## src/rtl/RISCV_pkg.sv

```systemverilog
// Shared RISC-V decode types for the ALU control pipeline.
// M-extension ALU codes are always reserved here; whether they are produced is set by ALU_CTRL_MEXT_EN.
package RISCV_pkg;

    localparam int XLEN = 32;

    typedef logic [XLEN-1:0] word_t;

    typedef enum logic [1:0] {
        ALU_LDST  = 2'b00,
        ALU_BR    = 2'b01,
        ALU_FUNCT = 2'b10,
        ALU_RSVD  = 2'b11
    } alu_op_t;

    typedef enum logic [6:0] {
        OP_LOAD  = 7'b0000011,
        OP_IMM   = 7'b0010011,
        OP_AUIPC = 7'b0010111,
        OP_STORE = 7'b0100011,
        OP       = 7'b0110011,
        OP_LUI   = 7'b0110111,
        BRANCH   = 7'b1100011,
        OP_JALR  = 7'b1100111,
        OP_JAL   = 7'b1101111
    } opcode_t;

    typedef enum logic [4:0] {
        ALU_ADD   = 5'd0,
        ALU_SUB   = 5'd1,
        ALU_SLL   = 5'd2,
        ALU_SLT   = 5'd3,
        ALU_SLTU  = 5'd4,
        ALU_XOR   = 5'd5,
        ALU_SRL   = 5'd6,
        ALU_SRA   = 5'd7,
        ALU_OR    = 5'd8,
        ALU_AND   = 5'd9,
        ALU_MUL   = 5'd10,
        ALU_MULH  = 5'd11,
        ALU_MULHU = 5'd12,
        ALU_DIV   = 5'd13,
        ALU_DIVU  = 5'd14,
        ALU_REM   = 5'd15,
        ALU_REMU  = 5'd16
    } alu_ctrl_t;

    localparam logic [6:0] F7_BASE = 7'b0000000;
    localparam logic [6:0] F7_ALT  = 7'b0100000;
    localparam logic [6:0] F7_MEXT = 7'b0000001;

    // One buffered instruction with its decode captured at push time.
    typedef struct packed {
        word_t     instr;
        alu_ctrl_t ctrl;
        logic      illegal;
    } entry_t;

    // Base integer op for a funct3 when funct7 selects the primary encoding.
    function automatic alu_ctrl_t base_op(input logic [2:0] funct3);
        alu_ctrl_t op;
        case (funct3)
            3'b000:  op = ALU_ADD;
            3'b001:  op = ALU_SLL;
            3'b010:  op = ALU_SLT;
            3'b011:  op = ALU_SLTU;
            3'b100:  op = ALU_XOR;
            3'b101:  op = ALU_SRL;
            3'b110:  op = ALU_OR;
            default: op = ALU_AND;
        endcase
        return op;
    endfunction

endpackage

```

## src/rtl/alu_ctrl_pipe_dec.sv

```systemverilog
// Combinational ALU control decoder: instruction + alu_op -> alu_ctrl, illegal.
// Define ALU_CTRL_MEXT_EN to decode R-type funct7=0000001 as M-extension ops.
module alu_ctrl_dec
    import RISCV_pkg::*;
(
    input  word_t     instruction,
    input  alu_op_t   alu_op,
    output alu_ctrl_t alu_ctrl,
    output logic      illegal
);

    logic [6:0] opcode;
    logic [2:0] funct3;
    logic [6:0] funct7;

    assign opcode = instruction[6:0];
    assign funct3 = instruction[14:12];
    assign funct7 = instruction[31:25];

    always_comb begin
        alu_ctrl = ALU_ADD;
        illegal  = 1'b0;
        case (alu_op)
            ALU_LDST: alu_ctrl = ALU_ADD;
            ALU_BR: begin
                case (funct3)
                    3'b000, 3'b001: alu_ctrl = ALU_SUB;
                    3'b100, 3'b101: alu_ctrl = ALU_SLT;
                    3'b110, 3'b111: alu_ctrl = ALU_SLTU;
                    default:        illegal  = 1'b1;
                endcase
            end
            ALU_FUNCT: begin
                if (opcode == OP) begin
                    if (funct7 == F7_BASE) begin
                        alu_ctrl = base_op(funct3);
                    end else if (funct7 == F7_ALT && funct3 == 3'b000) begin
                        alu_ctrl = ALU_SUB;
                    end else if (funct7 == F7_ALT && funct3 == 3'b101) begin
                        alu_ctrl = ALU_SRA;
`ifdef ALU_CTRL_MEXT_EN
                    end else if (funct7 == F7_MEXT) begin
                        case (funct3)
                            3'b000:  alu_ctrl = ALU_MUL;
                            3'b001:  alu_ctrl = ALU_MULH;
                            3'b011:  alu_ctrl = ALU_MULHU;
                            3'b100:  alu_ctrl = ALU_DIV;
                            3'b101:  alu_ctrl = ALU_DIVU;
                            3'b110:  alu_ctrl = ALU_REM;
                            3'b111:  alu_ctrl = ALU_REMU;
                            default: illegal  = 1'b1;
                        endcase
`else
                    end else if (funct7 == F7_MEXT) begin
                        illegal = 1'b1;
`endif
                    end else begin
                        illegal = 1'b1;
                    end
                end else if (opcode == OP_IMM) begin
                    // funct7 only qualifies the shift immediates; other I-types carry imm bits there
                    case (funct3)
                        3'b000: alu_ctrl = ALU_ADD;
                        3'b001: begin
                            if (funct7 == F7_BASE) alu_ctrl = ALU_SLL;
                            else                   illegal  = 1'b1;
                        end
                        3'b101: begin
                            if (funct7 == F7_BASE)     alu_ctrl = ALU_SRL;
                            else if (funct7 == F7_ALT) alu_ctrl = ALU_SRA;
                            else                       illegal  = 1'b1;
                        end
                        default: alu_ctrl = base_op(funct3);
                    endcase
                end else begin
                    illegal = 1'b1;
                end
            end
            default: illegal = 1'b1;
        endcase
        if (illegal) alu_ctrl = ALU_ADD;
    end

endmodule

```

## src/rtl/alu_ctrl_pipe.sv

```systemverilog
// Decoded-instruction FIFO: decodes on push, buffers DEPTH entries, counts illegal pushes.
// Optional M-extension decode is enabled with ALU_CTRL_MEXT_EN (see alu_ctrl_dec).
module alu_ctrl_pipe
    import RISCV_pkg::*;
#(
    parameter int DEPTH = 2,
    parameter int CNT_W = 8
) (
    input  logic                       clk,
    input  logic                       rst,
    input  logic                       in_valid,
    output logic                       in_ready,
    input  word_t                      instruction,
    input  alu_op_t                    alu_op,
    input  logic                       flush,
    output logic                       out_valid,
    input  logic                       out_ready,
    output alu_ctrl_t                  out_alu_ctrl,
    output logic                       out_illegal,
    output word_t                      out_instr,
    output logic [$clog2(DEPTH+1)-1:0] occupancy,
    output logic [CNT_W-1:0]           illegal_cnt
);

    // Handshake: a beat transfers on a rising edge where valid && ready;
    // in_ready depends only on occupancy, never on out_ready.
    localparam int PTR_W = $clog2(DEPTH);
    localparam int OCC_W = $clog2(DEPTH + 1);
    localparam logic [OCC_W-1:0] FULL_OCC = OCC_W'(DEPTH);

    entry_t           mem [DEPTH];
    logic [PTR_W-1:0] wr_ptr;
    logic [PTR_W-1:0] rd_ptr;
    logic [OCC_W-1:0] occ;
    logic [CNT_W-1:0] cnt;

    alu_ctrl_t dec_ctrl;
    logic      dec_illegal;
    logic      push;
    logic      pop;
    entry_t    head;

    alu_ctrl_dec u_dec (
        .instruction (instruction),
        .alu_op      (alu_op),
        .alu_ctrl    (dec_ctrl),
        .illegal     (dec_illegal)
    );

    assign in_ready  = (occ < FULL_OCC);
    assign out_valid = (occ != '0);
    assign push      = in_valid && in_ready;
    assign pop       = out_valid && out_ready;

    always_ff @(posedge clk or negedge rst) begin
        if (!rst) begin
            wr_ptr <= '0;
            rd_ptr <= '0;
            occ    <= '0;
        end else if (flush) begin
            wr_ptr <= '0;
            rd_ptr <= '0;
            occ    <= '0;
        end else begin
            // DEPTH is a power of two, so pointers wrap by natural overflow
            if (push) wr_ptr <= wr_ptr + PTR_W'(1);
            if (pop)  rd_ptr <= rd_ptr + PTR_W'(1);
            case ({push, pop})
                2'b10:   occ <= occ + OCC_W'(1);
                2'b01:   occ <= occ - OCC_W'(1);
                default: occ <= occ;
            endcase
        end
    end

    // Storage needs no reset: every output read from it is gated by out_valid.
    always_ff @(posedge clk) begin
        if (push && !flush) begin
            mem[wr_ptr] <= '{instr: instruction, ctrl: dec_ctrl, illegal: dec_illegal};
        end
    end

    always_ff @(posedge clk or negedge rst) begin
        if (!rst) begin
            cnt <= '0;
        end else if (push && !flush && dec_illegal && (cnt != '1)) begin
            cnt <= cnt + CNT_W'(1);
        end
    end

    assign head         = mem[rd_ptr];
    assign out_alu_ctrl = out_valid ? head.ctrl : ALU_ADD;
    assign out_illegal  = out_valid ? head.illegal : 1'b0;
    assign out_instr    = out_valid ? head.instr : '0;
    assign occupancy    = occ;
    assign illegal_cnt  = cnt;

endmodule

```

## config.mk

```make
export PLATFORM = sky130hd
export DESIGN_NAME = alu_ctrl_pipe
export DESIGN_NICKNAME = d
export VERILOG_FILES = /design/src/rtl/RISCV_pkg.sv /design/src/rtl/alu_ctrl_pipe_dec.sv /design/src/rtl/alu_ctrl_pipe.sv
export SDC_FILE = /design/constraint.sdc
export NUM_CORES = 1
export LEC_CHECK = 0
export ABC_AREA = 1
export CAP_MARGIN = 5
export CORE_ASPECT_RATIO = 0.5
export CORE_MARGIN = 2
export CORE_UTILIZATION = 30
export DETAILED_ROUTE_END_ITERATION = 16
export HOLD_SLACK_MARGIN = 0.15
export PLACE_DENSITY = 0.48
export SLEW_MARGIN = 20
export SYNTH_ARGS = -nofsm -noshare
export SYNTH_HDL_FRONTEND = slang
export SYNTH_SLANG_ARGS = --single-unit
```

## constraint.sdc

```tcl
create_clock -name clk -period 5.6 [get_ports clk]
set_clock_uncertainty 0.15 [all_clocks]
set_input_delay 1.12 -clock clk [delete_from_list [all_inputs] [get_ports clk]]
set_output_delay 1.12 -clock clk [all_outputs]
set_load 0.1 [all_outputs]
```

Figure 1. Gate-type map.
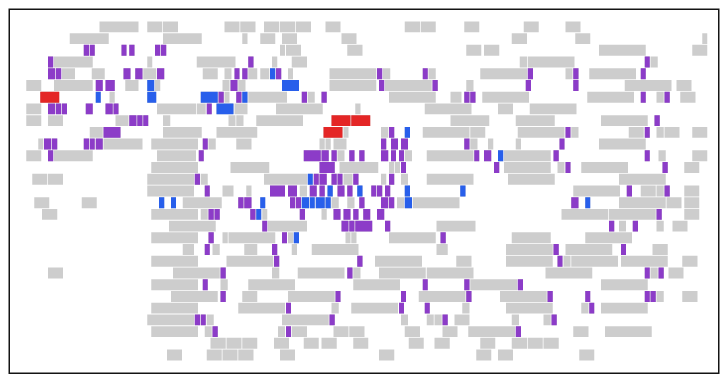
Purple is NAND gates, cells 164, where spread over the die. Blue is NOR gates, cells 26. Red is adder and majority cells, cells 4.
Comb area share: 0.232
Final Non-Filler Cells: 642
most used logic cell in the final layout: nand2_1

Figure 2. Clock nets.
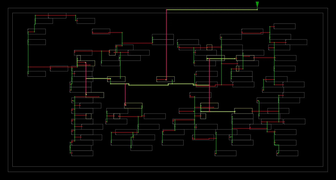
clock sink count: 86
clock buffers: 9
clk ins delay skew pair: 0.33 ns

Figure 3. Met3 routing.
The bar under the picture is 50 µm long. Cells faint in the background.
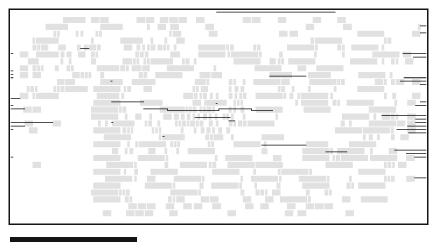
The wires run mostly horizontal. The longest straight run is 46.7 µm.
WL final: 8.73 mm
met3 Usage GRT: 0.0331
vias: 2,841

Figure 4. Signal wires on met2.
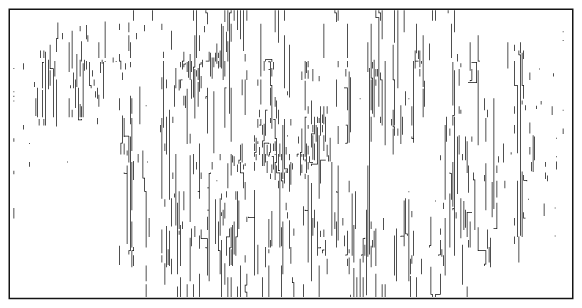
The layer holds 45% of the routed length. The longest straight run is 54.4 µm. 381 nets have wire on it.
GRT met2 Usage: 0.213

==> results.txt <==
run metrics: status finished, final reports clean, Reg area 0.00252 mm², Ant. Diodes 0, CP Depth 4, most used routing layer met2, DRC Markers 0, Final Slew Violations 0, Tap Cells about 170, Cell Type Count 27, cell internal pwr 1420 µW, M1 GR Usage 0.187, Routed Antenna Nets 0, Cells after Synth about 380, fin crit period 4.47 ns, P_leak 0.00197 µW, Signal buf overhead 0.174, synth cell count leaders nand2_1 (129), edfxtp_1 (74), a21oi_1 (43), crit path DRT 4.33 ns, Final WS setup 1.13 ns, hold path start illegal_cnt[7], post-CTS sizing 0, Hold Fails Final Rpt 0, Layout area overhead 35.4%, wire length on met3 333 µm, post-route cell area 0.00522 mm², CTS tree built, post-placement cell count roughly 630, tool warnings 28, initial DRC count 140, setup bufs post-CTS 0, dpl hpwl slightly below 6 mm, drt pass-1 iters 4, total power 3130 µW, hold-critical path depth 2, total CTS buffers 9, clk root buf clkbuf_16, Seq group 840 µW, Net Sw Frac 0.544, yosys aoi share 0.0721, pre-CTS setup slack 1.43 ns, sequential cell count 86, Top cell area share 0.576, Row Count 29, Reg power frac 0.269, htree depth 3, vias per inst 4.43, Dominant combinational family simple AND/OR/NAND/NOR gates, clock slew at reported path FFs 0.06 ns, Max clock buf depth 2, fin crit share 0.798, Mean Syn Cell Area 10.2 µm², Die ar. 0.0138 mm², Post-synth EDFFs 74, fill count 1,255, Cell Chain, Critical Path inv_2 -> nand2_1 -> a21oi_1 -> clkdlybuf4s50_1, cell family with most CP delay buffers and inverters, crit path launch type register, worst r2r src occupancy[1], XOR/XNOR Area Share 0.0136, Hold Buf Count CTS 0, peak supply drop 0.442 mV, flops out of synthesis approximately 86, Pwr Density 599 mW/mm², Worst EP arrival 3.20 ns, hold endpoint illegal_cnt[7], Yosys Chip Area 0.00385 mm², Final GP Congestion between 0.7 and 0.8, Signal inverters 25, clock power share 0.174, Comb pwr share 0.557, M1 WL 4.38 mm, combinational gate power 1740 µW, worst rel slew slack 0.322, Port Buffers slightly below 90, YS warnings 0, logic area 0.00121 mm², Placeable Area 0.0126 mm², Yosys top cell by instances nand2_1, Crit. End Element primary output, hold slack 0.364 ns, share of layout cells above drive strength 1 0.0699, Synth Area in Simple Gates 0.208, max reg flops 74, highest routed layer met4, fraction of registers with async set/reset 0.140, final setup vio count 0, ClkCell Share 0.0525, number of global-route vias before repair 2,873, setup_tns 0 ns, # Max-Cap Violations 0, fp_density 0.306, unrepaired setup endpoints after global routing no, WP buf/inv 2, Synth Cell Area 0.00385 mm², yosys cell count 379
Power figures rest on the tool's default switching activity, not on a simulated workload.
